File: config.mk
export PLATFORM = sky130hd
export DESIGN_NAME = user_clk_seq_ctrl
export DESIGN_NICKNAME = d
export VERILOG_FILES = /design/src/rtl/user_clk_pkg.sv /design/src/rtl/user_clk_div.sv /design/src/rtl/user_clk_seq_ctrl.sv
export SDC_FILE = /design/constraint.sdc
export NUM_CORES = 1
export LEC_CHECK = 0
export CAP_MARGIN = 20
export CORE_ASPECT_RATIO = 1.4
export CORE_UTILIZATION = 30
export CTS_CLUSTER_SIZE = 20
export DETAILED_ROUTE_END_ITERATION = 8
export SYNTH_ARGS = -nofsm -noshare
export SYNTH_HDL_FRONTEND = slang
export SYNTH_HIERARCHICAL = 1
export SYNTH_SLANG_ARGS = --single-unit
File: constraint.sdc
create_clock -name CLK_IN -period 3.9 [get_ports CLK_IN]
set_input_delay 0.975 -clock CLK_IN [delete_from_list [all_inputs] [get_ports CLK_IN]]
set_output_delay 0.975 -clock CLK_IN [all_outputs]
set_load 0.01 [all_outputs]
File: src/rtl/user_clk_pkg.sv
// Shared state type and ratio constants for the user clock sequencer.
package user_clk_pkg;

  localparam int DIV_W_DEF = 8;
  localparam int HALF_2MHZ = 25;
  localparam int HALF_4MHZ = 12;

  typedef enum logic [2:0] {STOP, RUN, DRAIN, LOAD, RSTP} state_t;

endpackage

File: src/rtl/user_clk_div.sv
// Programmable 50% duty divider: phase counter 0..2*half-1 and registered clock output.
module user_clk_div
  import user_clk_pkg::*;
#(
  parameter int DIV_W = DIV_W_DEF
) (
  input  logic             clk,
  input  logic             rst,
  input  logic             run,
  input  logic             load,
  input  logic [DIV_W-1:0] half,
  output logic             wrap,
  output logic             user_clk
);

  logic [DIV_W:0] cnt;
  logic [DIV_W:0] cnt_next;
  logic [DIV_W:0] last;

  assign last = {half, 1'b0} - (DIV_W+1)'(1);
  assign wrap = run && (cnt == last);

  always_comb begin
    cnt_next = '0;
    if (run && !wrap) begin
      cnt_next = cnt + (DIV_W+1)'(1);
    end
  end

  // The clock is derived from the next count so it stays aligned with cnt.
  always_ff @(posedge clk) begin
    if (rst || load) begin
      cnt      <= '0;
      user_clk <= 1'b0;
    end else begin
      cnt      <= cnt_next;
      user_clk <= run && (cnt_next >= {1'b0, half});
    end
  end

endmodule

File: src/rtl/user_clk_seq_ctrl.sv
// Glitch-free reconfiguration sequencer for a fabric user clock and its reset.
// Defining USER_CLK_CNT_EN adds CLK_CNT_OUT, a count of user clock rising edges.
module user_clk_seq_ctrl
  import user_clk_pkg::*;
#(
  parameter int DIV_W       = DIV_W_DEF,
  parameter int DEF_HALF    = HALF_2MHZ,
  parameter bit DEF_EN      = 1'b1,
  parameter int RST_PERIODS = 5
) (
  input  logic             CLK_IN,
  input  logic             RST_IN,
  input  logic             CFG_VALID_IN,
  output logic             CFG_READY_OUT,
  input  logic [DIV_W-1:0] CFG_HALF_IN,
  input  logic             CFG_ENABLE_IN,
  output logic             CFG_ERR_OUT,
  output logic             USER_CLK_OUT,
  output logic             USER_RST_OUT,
  output logic             LOCKED_OUT
`ifdef USER_CLK_CNT_EN
  ,
  output logic [31:0]      CLK_CNT_OUT
`endif
);

  localparam int RCNT_MAX = RST_PERIODS * 2 * ((1 << DIV_W) - 1);
  localparam int RCNT_W   = $clog2(RCNT_MAX + 1);

  state_t             state;
  state_t             state_next;
  logic [DIV_W-1:0]   active_half;
  logic [DIV_W-1:0]   pend_half;
  logic               pend_en;
  logic [RCNT_W-1:0]  rcnt;
  logic [RCNT_W-1:0]  rst_last;
  logic               ready_hold;
  logic               err;
  logic               rst_out;
  logic               locked;
  logic               xfer;
  logic               bad;
  logic               accept;
  logic               wrap;
  logic               div_run;
  logic               div_load;

  assign CFG_READY_OUT = (state == STOP || state == RUN) && !ready_hold && !RST_IN;
  assign xfer          = CFG_VALID_IN && CFG_READY_OUT;
  assign bad           = (CFG_HALF_IN == '0) && CFG_ENABLE_IN;
  assign accept        = xfer && !bad;
  assign div_run       = (state == RUN) || (state == DRAIN) || (state == RSTP);
  assign div_load      = (state == LOAD);
  assign rst_last      = RCNT_W'(RST_PERIODS * 2 * int'(active_half) - 1);

  assign CFG_ERR_OUT   = err;
  assign USER_RST_OUT  = rst_out;
  assign LOCKED_OUT    = locked;

  user_clk_div #(.DIV_W(DIV_W)) u_div (
    .clk      (CLK_IN),
    .rst      (RST_IN),
    .run      (div_run),
    .load     (div_load),
    .half     (active_half),
    .wrap     (wrap),
    .user_clk (USER_CLK_OUT)
  );

  always_comb begin
    state_next = state;
    case (state)
      STOP:    if (accept) state_next = LOAD;
      RUN:     if (accept) state_next = DRAIN;
      DRAIN:   if (wrap) state_next = LOAD;
      LOAD:    state_next = pend_en ? RSTP : STOP;
      RSTP:    if (rcnt == rst_last) state_next = RUN;
      default: state_next = STOP;
    endcase
  end

  // Reset and lock are registered from the next state so they move with the divider.
  always_ff @(posedge CLK_IN) begin
    if (RST_IN) begin
      state       <= DEF_EN ? RSTP : STOP;
      active_half <= DIV_W'(DEF_HALF);
      pend_half   <= DIV_W'(DEF_HALF);
      pend_en     <= DEF_EN;
      rcnt        <= '0;
      ready_hold  <= 1'b1;
      err         <= 1'b0;
      rst_out     <= 1'b1;
      locked      <= 1'b0;
    end else begin
      state      <= state_next;
      ready_hold <= 1'b0;
      err        <= xfer && bad;
      if (accept) begin
        pend_half <= CFG_HALF_IN;
        pend_en   <= CFG_ENABLE_IN;
      end
      if (state == LOAD) begin
        active_half <= pend_half;
      end
      rcnt    <= (state == RSTP && state_next == RSTP) ? rcnt + RCNT_W'(1) : '0;
      rst_out <= (state_next == RSTP) || (state_next == STOP);
      locked  <= (state_next == RUN);
    end
  end

`ifdef USER_CLK_CNT_EN
  logic        clk_prev;
  logic [31:0] clk_cnt;

  always_ff @(posedge CLK_IN) begin
    if (RST_IN || state == LOAD) begin
      clk_prev <= 1'b0;
      clk_cnt  <= '0;
    end else begin
      clk_prev <= USER_CLK_OUT;
      if (USER_CLK_OUT && !clk_prev) begin
        clk_cnt <= clk_cnt + 32'd1;
      end
    end
  end

  assign CLK_CNT_OUT = clk_cnt;
`endif

endmodule

==> run_1/pdn.png <==
Bar = 20 um. Pins as bars on the die edge.
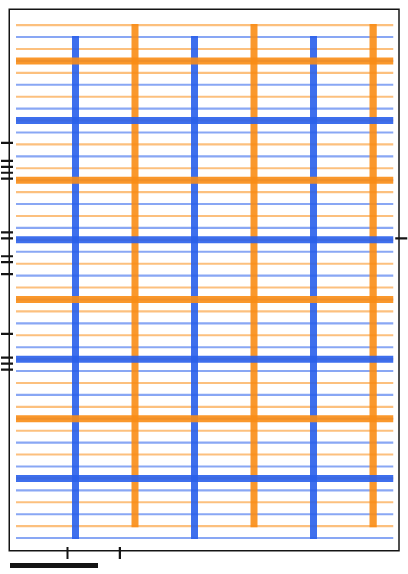
Blue stands for VSS. Orange stands for VDD.
17 signal pins sit on the boundary. The core has 43 rows.

==> run_1/cell_classes.png <==
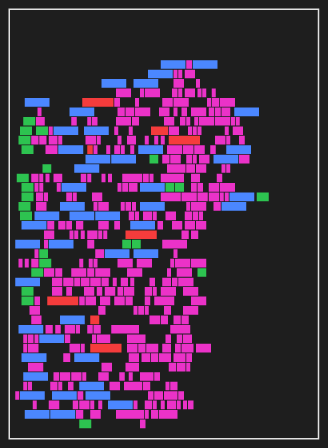
Blue stands for flip-flops, cells 46. Red stands for clock drivers and dummy loads, cells 8. Green stands for other buffers and delay cells, cells 24. Magenta stands for all other logic, cells 320.

==> run_1/clock_map.png <==
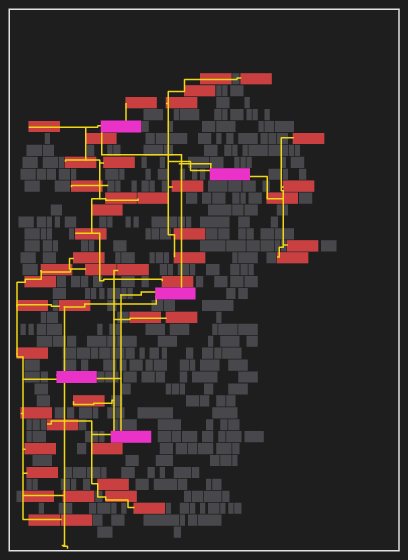
Red stands for flip-flops, count 46. Magenta stands for cells driving clock nets, count 5. Yellow stands for clock wires, length 685 um.
There are 6 routed clock nets.

==> run_1/metal_stack.png <==
Bar = 20 um.
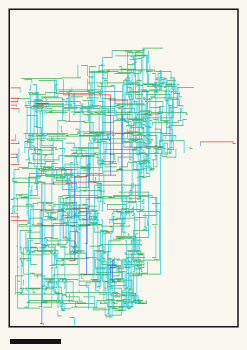
Blue stands for met4, wire length 216 um. Green stands for met1, wire length 3270 um. Cyan stands for met2, wire length 3600 um. Red stands for met3, wire length 210 um.

[run 1: power breakdown]
group / switching [mW] / internal [mW] / leakage, nW
registers: 0.00840 / 0.476 / 0.372
logic: 0.0247 / 0.0279 / 0.998
clock network: 0.185 / 0.254 / 0.0729
total: 0.218 / 0.758 / 1.44
[run 1: worst max path at each step]
stage | cells after the start | slack [ps] | end | startpoint
CTS | 12 | 210 | rcnt[5] | active_half[2]
floorplan | 11 | 640 | rcnt[10] | active_half[2]
global route | 12 | 10 | rcnt[8] | active_half[2]
global placement | 12 | 350 | rcnt[11] | active_half[2]
finish | 12 | 310 | rcnt[5] | active_half[2]
detailed placement | 12 | 220 | rcnt[7] | active_half[2]
[run 1: routing by layer]
metal / vias to the layer above / wire (um)
li1: 1383 / -
met1: 1278 / 3270
met2: 52 / 3600
met3: 20 / 210
met4: 0 / 215
met5: - / 0
[run 1: layout by cell type, fill, tap and decap left out, drive strengths merged, types with 3 or more instances in the layout]
cell,count
and3,8
ha,24
inv,23
nand2,34
a211o,5
or3,4
nor2b,5
nand3b,4
o22ai,3
nand2b,5
a31oi,5
clkdlybuf4s50,16
nand4,5
xnor2,19
a21o,3
o2111ai,3
nand3,18
a21oi,19
clkbuf,6
buf,8
a2111oi,4
nor4,7
o21ai,12
dfxtp,46
nor3,8
xor2,20
and4,5
nor2,45
a211oi,4
[run 1: final cells by class]
type	count	area (um^2)	share of cell area [%]
Tap cell	135	169	4.62
Sequential cell	46	921	25.2
Inverter	23	86.3	2.36
Clock inverter	2	12.5	0.343
Clock buffer	6	139	3.80
Multi-Input combinational cell	297	2100	57.6
Timing Repair Buffer	24	220	6.03
[run 1: kinds of logic after synthesis]
group                      count (synthesis)
AOI/OAI and AO/OA                         74
xor gates and xnor gates                  41
adders and majority gates                 25
buffers and inverters                     30
DFF                                       46
muxes                                      1
and+or+nand+nor                          156
[run 1: sequential cells by signal (all words and copies together) (netlist names)]
| signal | flops |
|---|---|
| rcnt | 12 |
| u_div/cnt | 9 |
| active_half | 8 |
| pend_half | 8 |
| state | 3 |
| CFG_ERR_OUT | 1 |
| LOCKED_OUT | 1 |
| USER_RST_OUT | 1 |
| pend_en | 1 |
| ready_hold | 1 |
| u_div/user_clk | 1 |
[run 1: stage by stage]
stage / total power [mW] / cell area, um^2 / cells / util, %
finish: 0.976 / 3650 / 533 / 36.3
global route: 1.02 / 3650 / 533 / 36.3
CTS: 0.992 / 3650 / 533 / 36.3
detailed placement: 0.547 / 3500 / 525 / 34.8
global placement: 0.546 / 3500 / 525 / 34.8
floorplan: 0.525 / 3140 / 373 / -
[run 1: worst max-delay path, cell delays in order (launching register included)]
cell,delay [ps]
sky130_fd_sc_hd__dfxtp_1,570
sky130_fd_sc_hd__ha_1,220
sky130_fd_sc_hd__ha_1,180
sky130_fd_sc_hd__inv_1,60
sky130_fd_sc_hd__fa_1,430
sky130_fd_sc_hd__nor2b_1,220
sky130_fd_sc_hd__o22ai_1,150
sky130_fd_sc_hd__xnor2_2,210
sky130_fd_sc_hd__a2111oi_2,470
sky130_fd_sc_hd__xor2_1,130
sky130_fd_sc_hd__a211o_1,320
sky130_fd_sc_hd__a311o_2,430
sky130_fd_sc_hd__nor2_1,130
==> out/writeup.txt, run 1 <==
The tools report the maximum number of pins on one net before global-route repair as 27. The share of layout cells above drive strength 1 came out at 8.54%. The boundary pin count was 17. Yosys shows that the main logic family after synthesis is simple AND/OR/NAND/NOR gates. Count of max-cap constraint violations: 0. The setup path with the least slack is of type reg2reg. The worst pin sits at a relative slew slack of 54.5%. The logs give 0.0101 mm^2 for the area inside the core boundary and 0.00314 mm^2 for the Yosys chip area.

Recorded from the global router log, the overflow total was 0. The met1 global-route usage was 17.6%; the post-synth tally of flip-flops with integrated enable was 0. met2 track demand over resource after global routing is 24.7%. Hold repair after CTS inserted 0 buffers. The run finished with clean final reports. The count of pins over their slew limit was 0; the minimum clock period was 3590 ps. Post-synthesis register bit count: 46. Among all flip-flop cells after synthesis, the most frequent one is sky130_fd_sc_hd__dfxtp_1. Yosys reports that the leading cell type by area covers 29.3% of the netlist area.

Per the power-grid run, VDD falls by no more than 0.216 mV. After layout, the worst path uses 92.1% of the clock period. The transition time at the pin with the least slew margin was 677 ps.

In the hold report, the worst path ends at pend_half[5]. The capture point of the worst register-to-register path is recorded as rcnt[5].
==> run 2: changes to the inputs <==
- CORE_MARGIN: not set -> 2
==> run_2/final_congestion.png <==
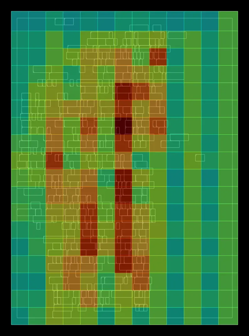
overall global routing resource usage: 13.6%
GRT met3 Usage: 2.47%
layer carrying the most global-route usage: met2

==> run_2/metal_stack.png <==
Bar = 20 um.
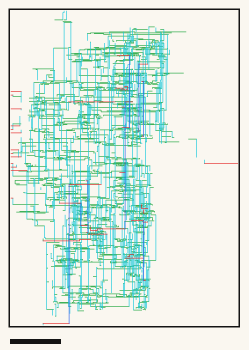
Blue stands for met4, wire length 235 um. Cyan stands for met2, wire length 3740 um. Green stands for met1, wire length 3170 um. Red stands for met3, wire length 193 um.

==> run_2/clock_map.png <==
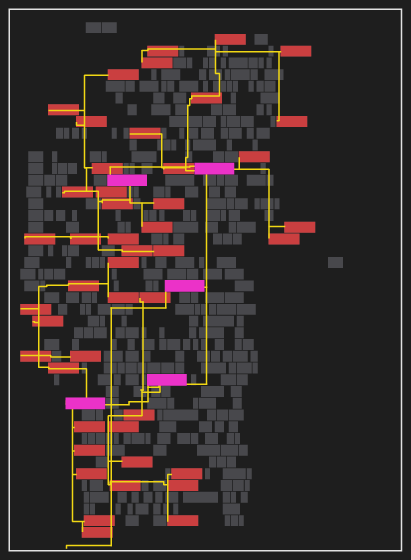
Yellow stands for clock wires, length 700 um. Red stands for flip-flops, count 46. Magenta stands for cells driving clock nets, count 5.
There are 6 routed clock nets.

==> out/writeup.txt, run 2 <==
Listed in order, past its start point the critical path passes ha_1 -> ha_1 -> a21o_1 -> and4_1 -> or3_1 -> a2111oi_2 -> xor2_1 -> a211o_1 -> a311o_2 -> nor2_1. Nature of the critical path endpoint: a flip-flop. The area inside the core boundary was 0.0103 mm^2 (+2.3%); the portion of the clock cycle consumed by the worst path in the final layout was 91.4% (-0.67 points). For this design, the slowest cell found on the critical path is sky130_fd_sc_hd__dfxtp_1.

The cell with the most instances after synthesis was sky130_fd_sc_hd__dfxtp_1. The share of layout cells above drive strength 1 was 8.29% (-0.25 points); the count of max-cap constraint violations was 0 (unchanged). The largest registers in the layout are rcnt (12), u_div/cnt (9).

More flip-flops sit in one register than any other, and that register is rcnt. The flow ran to the end, and the final reports show no timing, DRC or antenna violations. For the count of pins over their slew limit, the log shows 0 (unchanged). The number of flip-flops in the largest register works out to 12 (unchanged). By instance count, the cell type seen most on the critical path is sky130_fd_sc_hd__ha_1.

The total power came out at 0.965 mW (-1.1%). The buffer-and-inverter tally for the worst setup path works out to 0 (-1). The run gives 921 um^2 (unchanged) as the flip-flop and latch area. Setup repair after global routing left no endpoint under its margin. The total global routing overflow came out at 0 (unchanged).

Measured along the x axis, the die boundary spans 90.5 um. The post-synth tally of flip-flops with integrated enable is 0 (unchanged), and the minimum clock period is 3570 ps (-26.0 ps). The peak ir drop on the vdd network came out at 0.223 mV (+3.3%). With the remaining max-slew budget at the tightest pin at 57.3% (+2.8 points), the area used by multi-input combinational logic is 0.00210 mm^2 (unchanged). The transition time at the pin with the least slew margin came out at 634 ps (-42.8 ps). The post-synthesis register bit count works out to 46 (unchanged). Boundary pin count: 17 (unchanged). In the layout the commonest cells are sky130_fd_sc_hd__dfxtp_1 (46), sky130_fd_sc_hd__nor2_1 (45), sky130_fd_sc_hd__nand2_1 (34). For this run, the leading register cell type out of synthesis is sky130_fd_sc_hd__dfxtp_1. Dominant delay contributor by cell family on the critical path: AND-OR/OR-AND gates. The run gives 29.3% (unchanged) for the area share of the largest cell type after synthesis. Synthesis produced a netlist whose cell count is 373. The tools report the total of hold buffers inserted after clock tree synthesis as 0 (unchanged). Maximum cell stage delay along the critical path: 560 ps (about the same). Per the cell usage report, the commonest logic cell in the layout is sky130_fd_sc_hd__dfxtp_1.
## run 2: layout make-up
class,instances,share of cell area [%]
clock buffer,6,3.53
tap,138,4.73
sequential,46,25.2
clock inverter,2,0.377
inverter,23,2.37
timing repair buffer,24,6.04
multi-input combinational,297,57.7
## run 2: power breakdown
part           switching [mW]  internal [mW]  total [mW]
clock network           0.190          0.238       0.428
logic                  0.0255         0.0278      0.0534
registers             0.00827          0.476       0.484
## run 2: final timing paths
path                            cells past startpoint           start  slack (ps)           end
worst max register to register                     10  active_half[2]         330       rcnt[7]
worst min-delay path                                2    pend_half[5]         460  pend_half[5]
worst min register to register                      2    pend_half[5]         460  pend_half[5]
worst max-delay path                               10  active_half[2]         330       rcnt[7]
## run 2: kinds of logic (layout without fill, tap and decap cells)
kind of cell	after synthesis	after routing	share of synthesized area, %
AOI/OAI and AO/OA	74	74	17.9
xor gates and xnor gates	41	41	12.8
adders and majority gates	25	25	10.2
buffers and inverters	30	55	3.82
DFF	46	46	29.3
muxes	1	1	0.358
and+or+nand+nor	156	156	25.6
## run 2: stage by stage
stage	std cells	instance area, um^2	util [%]
after floorplan	373	3140	-
after global routing	536	3650	35.4
final	536	3650	35.4
after CTS	536	3650	35.4
after global placement	528	3500	34.0
after detailed placement	528	3500	34.0
## run 2: layer usage
metal / share of wire (%) / track usage, % / up-vias
li1: - / - / 1392
met1: 43 / 15.5 / 1267
met2: 51 / 24.3 / 55
met3: 2.6 / 2.47 / 17
met4: 3.2 / 6.52 / 0
met5: 0 / 0 / -
## run 2: worst register-to-register path, delay by kind of cell (launching register included)
family	cells	cell delay (ps)
simple gates	3	780
xor+xnor	1	120
flops	1	560
fa+ha+maj	2	650
compound gates	4	1410
==> run_2/cell_classes.png <==
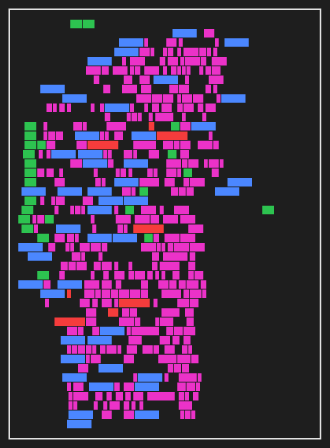

==> run 3: changes to the inputs <==
- CELL_PAD_IN_SITES_DETAIL_PLACEMENT: not set -> 1
- CELL_PAD_IN_SITES_GLOBAL_PLACEMENT: not set -> 2
- PLACE_DENSITY_LB_ADDON: not set -> 0.1
- TNS_END_PERCENT: not set -> 100
==> run_3/cell_classes.png <==
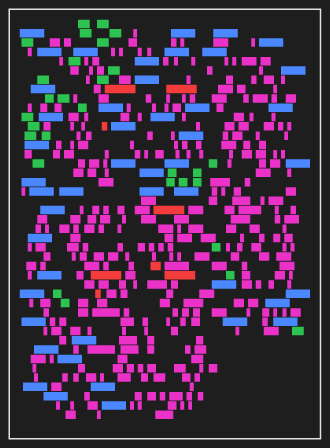
Green stands for other buffers and delay cells, cells 29. Blue stands for flip-flops, cells 46. Red stands for clock drivers and dummy loads, cells 8. Magenta stands for all other logic, cells 320.

==> run_3/clock_map.png <==
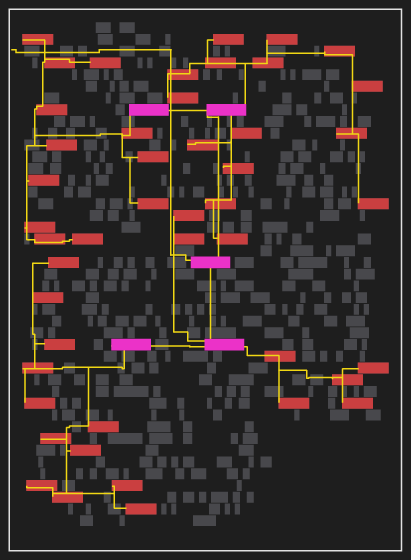
Red stands for flip-flops, count 46. Magenta stands for cells driving clock nets, count 5. Yellow stands for clock wires, length 731 um.
Position of the flops: all over the die. There are 6 routed clock nets.

==> run_3/pdn.png <==
Bar = 20 um. Pins as bars on the die edge.
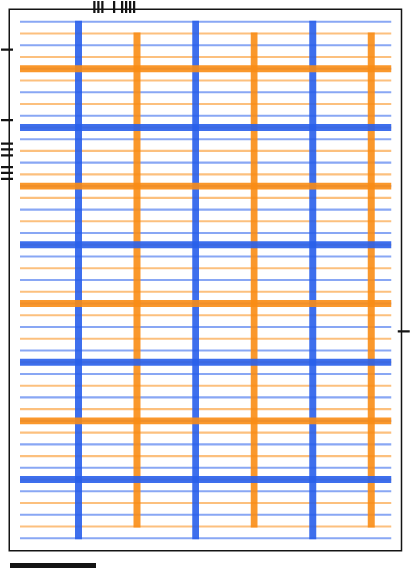
Orange stands for VDD. Blue stands for VSS.
6 straps on met4. 17 signal pins sit on the boundary. 45 met1 rails follow the rows. 8 straps on met5. The core has 44 rows.

==> out/writeup.txt, run 3 <==
The run finished with clean final reports. The switching power share of the total works out to 23.6% (+0.46 points). The tally of non-filler cells in the final layout came out at 541 (+0.93%). The largest registers in the layout are rcnt (12), u_div/cnt (9). The global router's overall resource usage came out at 16.4% (+2.9 points). For the instance tally after logic synthesis, the log shows 373 (unchanged). Total of hold buffers inserted after clock tree synthesis: 0 (unchanged).

The run gives 17.9% (unchanged) for the area fraction in compound gates after synthesis. The share of layout cells above drive strength 1 is 9.43% (+1.1 points), and the vias per cell is 5.09. The count of pins over their slew limit is 0 (unchanged).

The post-synthesis register bit count is 46 (unchanged). The run gives 0 (unchanged) for the total global routing overflow. The clock network fraction of design power came out at 44.4% (about the same).

Counting stages on the worst path, the most repeated cell is sky130_fd_sc_hd__ha_1. The post-synth tally of flip-flops with integrated enable works out to 0 (unchanged). The minimum clock period came out at 3470 ps (-92.1 ps). The tools report the area inside the core boundary as 0.0103 mm^2 (unchanged). Yosys shows that the main logic family after synthesis is simple AND/OR/NAND/NOR gates.

For the remaining max-slew budget at the tightest pin, the log shows 51.2% (-6.1 points). Per the STA report, the cell with the highest stage delay on the worst path is sky130_fd_sc_hd__or4b_1. The cell area after placement is 0.00354 mm^2 (+1.1%). The most frequently used library cell after synthesis is sky130_fd_sc_hd__dfxtp_1. Of all cell types, the one taking the most synthesized area is sky130_fd_sc_hd__dfxtp_1. Setup repair after global routing left no endpoint under its margin. The portion of netlist area occupied by mux cells is 0.358% (unchanged). The run gives 724 ps (+90.4 ps) for the transition time at the pin with the least slew margin. For the switching power total, the log shows 0.230 mW (+2.7%). For the worst setup path, the data arrival time is 3650 ps.

By instance count after routing, the leading logic cell types are sky130_fd_sc_hd__dfxtp_1 (46), sky130_fd_sc_hd__nor2_1 (45), sky130_fd_sc_hd__nand2_1 (34). The logs give 533 (+0.95%) for the total placed cells including tap cells and 439 for the net count of the finished layout. STA classifies the critical path endpoint as a flip-flop. With the portion of the clock cycle consumed by the worst path in the final layout at 89.1% (-2.4 points), the average detailed-routed wire length per instance is 16.3 um. The logs give 0.743 mW (+0.12%) for the internal power and 5.8% (+0.3 points) for the combinational share of power.

The main flop type is sky130_fd_sc_hd__dfxtp_1. The register with the most flip-flops is rcnt. The area share of the largest cell type after synthesis was 29.3% (unchanged).

For the post-layout instance area, the log shows 0.00368 mm^2 (+1.0%). Boundary pin count: 17 (unchanged). The most instantiated logic cell after routing is sky130_fd_sc_hd__dfxtp_1. The synthesized-area fraction occupied by adder cells works out to 10.2% (unchanged).

The number of flip-flops in the largest register is 12 (unchanged). The maximum cell stage delay along the critical path works out to 500 ps (-60 ps). Share of the synthesized netlist area taken by xor and xnor gates: 12.8% (unchanged).
run 3: cell counts after synthesis:
Identical to the previous run, type by type.
run 3: worst paths after layout:
path	startpoint	end	slack (ps)	depth (start not counted)
min reg2reg	pend_half[6]	active_half[6]	460	2
max	active_half[3]	rcnt[0]	430	13
min	pend_half[6]	active_half[6]	460	2
max reg2reg	active_half[3]	rcnt[0]	430	13
run 3: routing by layer:
| metal | up-vias | wire, um | GRT usage, % |
|---|---|---|---|
| met3 | 7 | 114 | 2.35 |
| met4 | 0 | 123 | 4.43 |
| met5 | - | 0 | 0 |
| met2 | 20 | 4780 | 30.9 |
| li1 | 1387 | - | - |
| met1 | 1338 | 3790 | 19.2 |
run 3: power groups by stage:
stage	logic, mW	clock network [mW]	registers (mW)
final	0.0561	0.432	0.485
after global routing	0.0637	0.473	0.486
after CTS	0.0576	0.453	0.485
after detailed placement	0.0570	0	0.496
after global placement	0.0566	0	0.496
after floorplan	0.0327	0	0.492
run 3: kinds of logic after synthesis:
family / Yosys count
DFF: 46
and+or+nand+nor: 156
AOI/OAI and AO/OA: 74
xor gates and xnor gates: 41
adders and majority gates: 25
buffers and inverters: 30
muxes: 1
run 3: per-stage QoR:
step                power (mW)  util (%)
detailed placement       0.553      34.4
global route              1.02      35.8
finish                   0.972      35.8
floorplan                0.525         -
CTS                      0.995      35.8
global placement         0.553      34.4
run 3: cell type report:
cell class	instances	area, um^2	area share, %
repair buffers	29	258	6.99
clock inverters	3	18.8	0.509
multi-input cells	297	2100	57.1
well taps	138	173	4.69
clock buffers	5	125	3.40
flip-flops and latches	46	921	25.0
inverters	23	86.3	2.34
run 3: critical path, delay by kind of cell, from the launching register on:
kind | cells | cell delay (ps)
buf+inv | 2 | 220
compound gates | 5 | 1130
flops | 1 | 340
simple gates | 3 | 770
fa+ha+maj | 3 | 890
Power figures rest on the tool's default switching activity, not on a simulated workload.
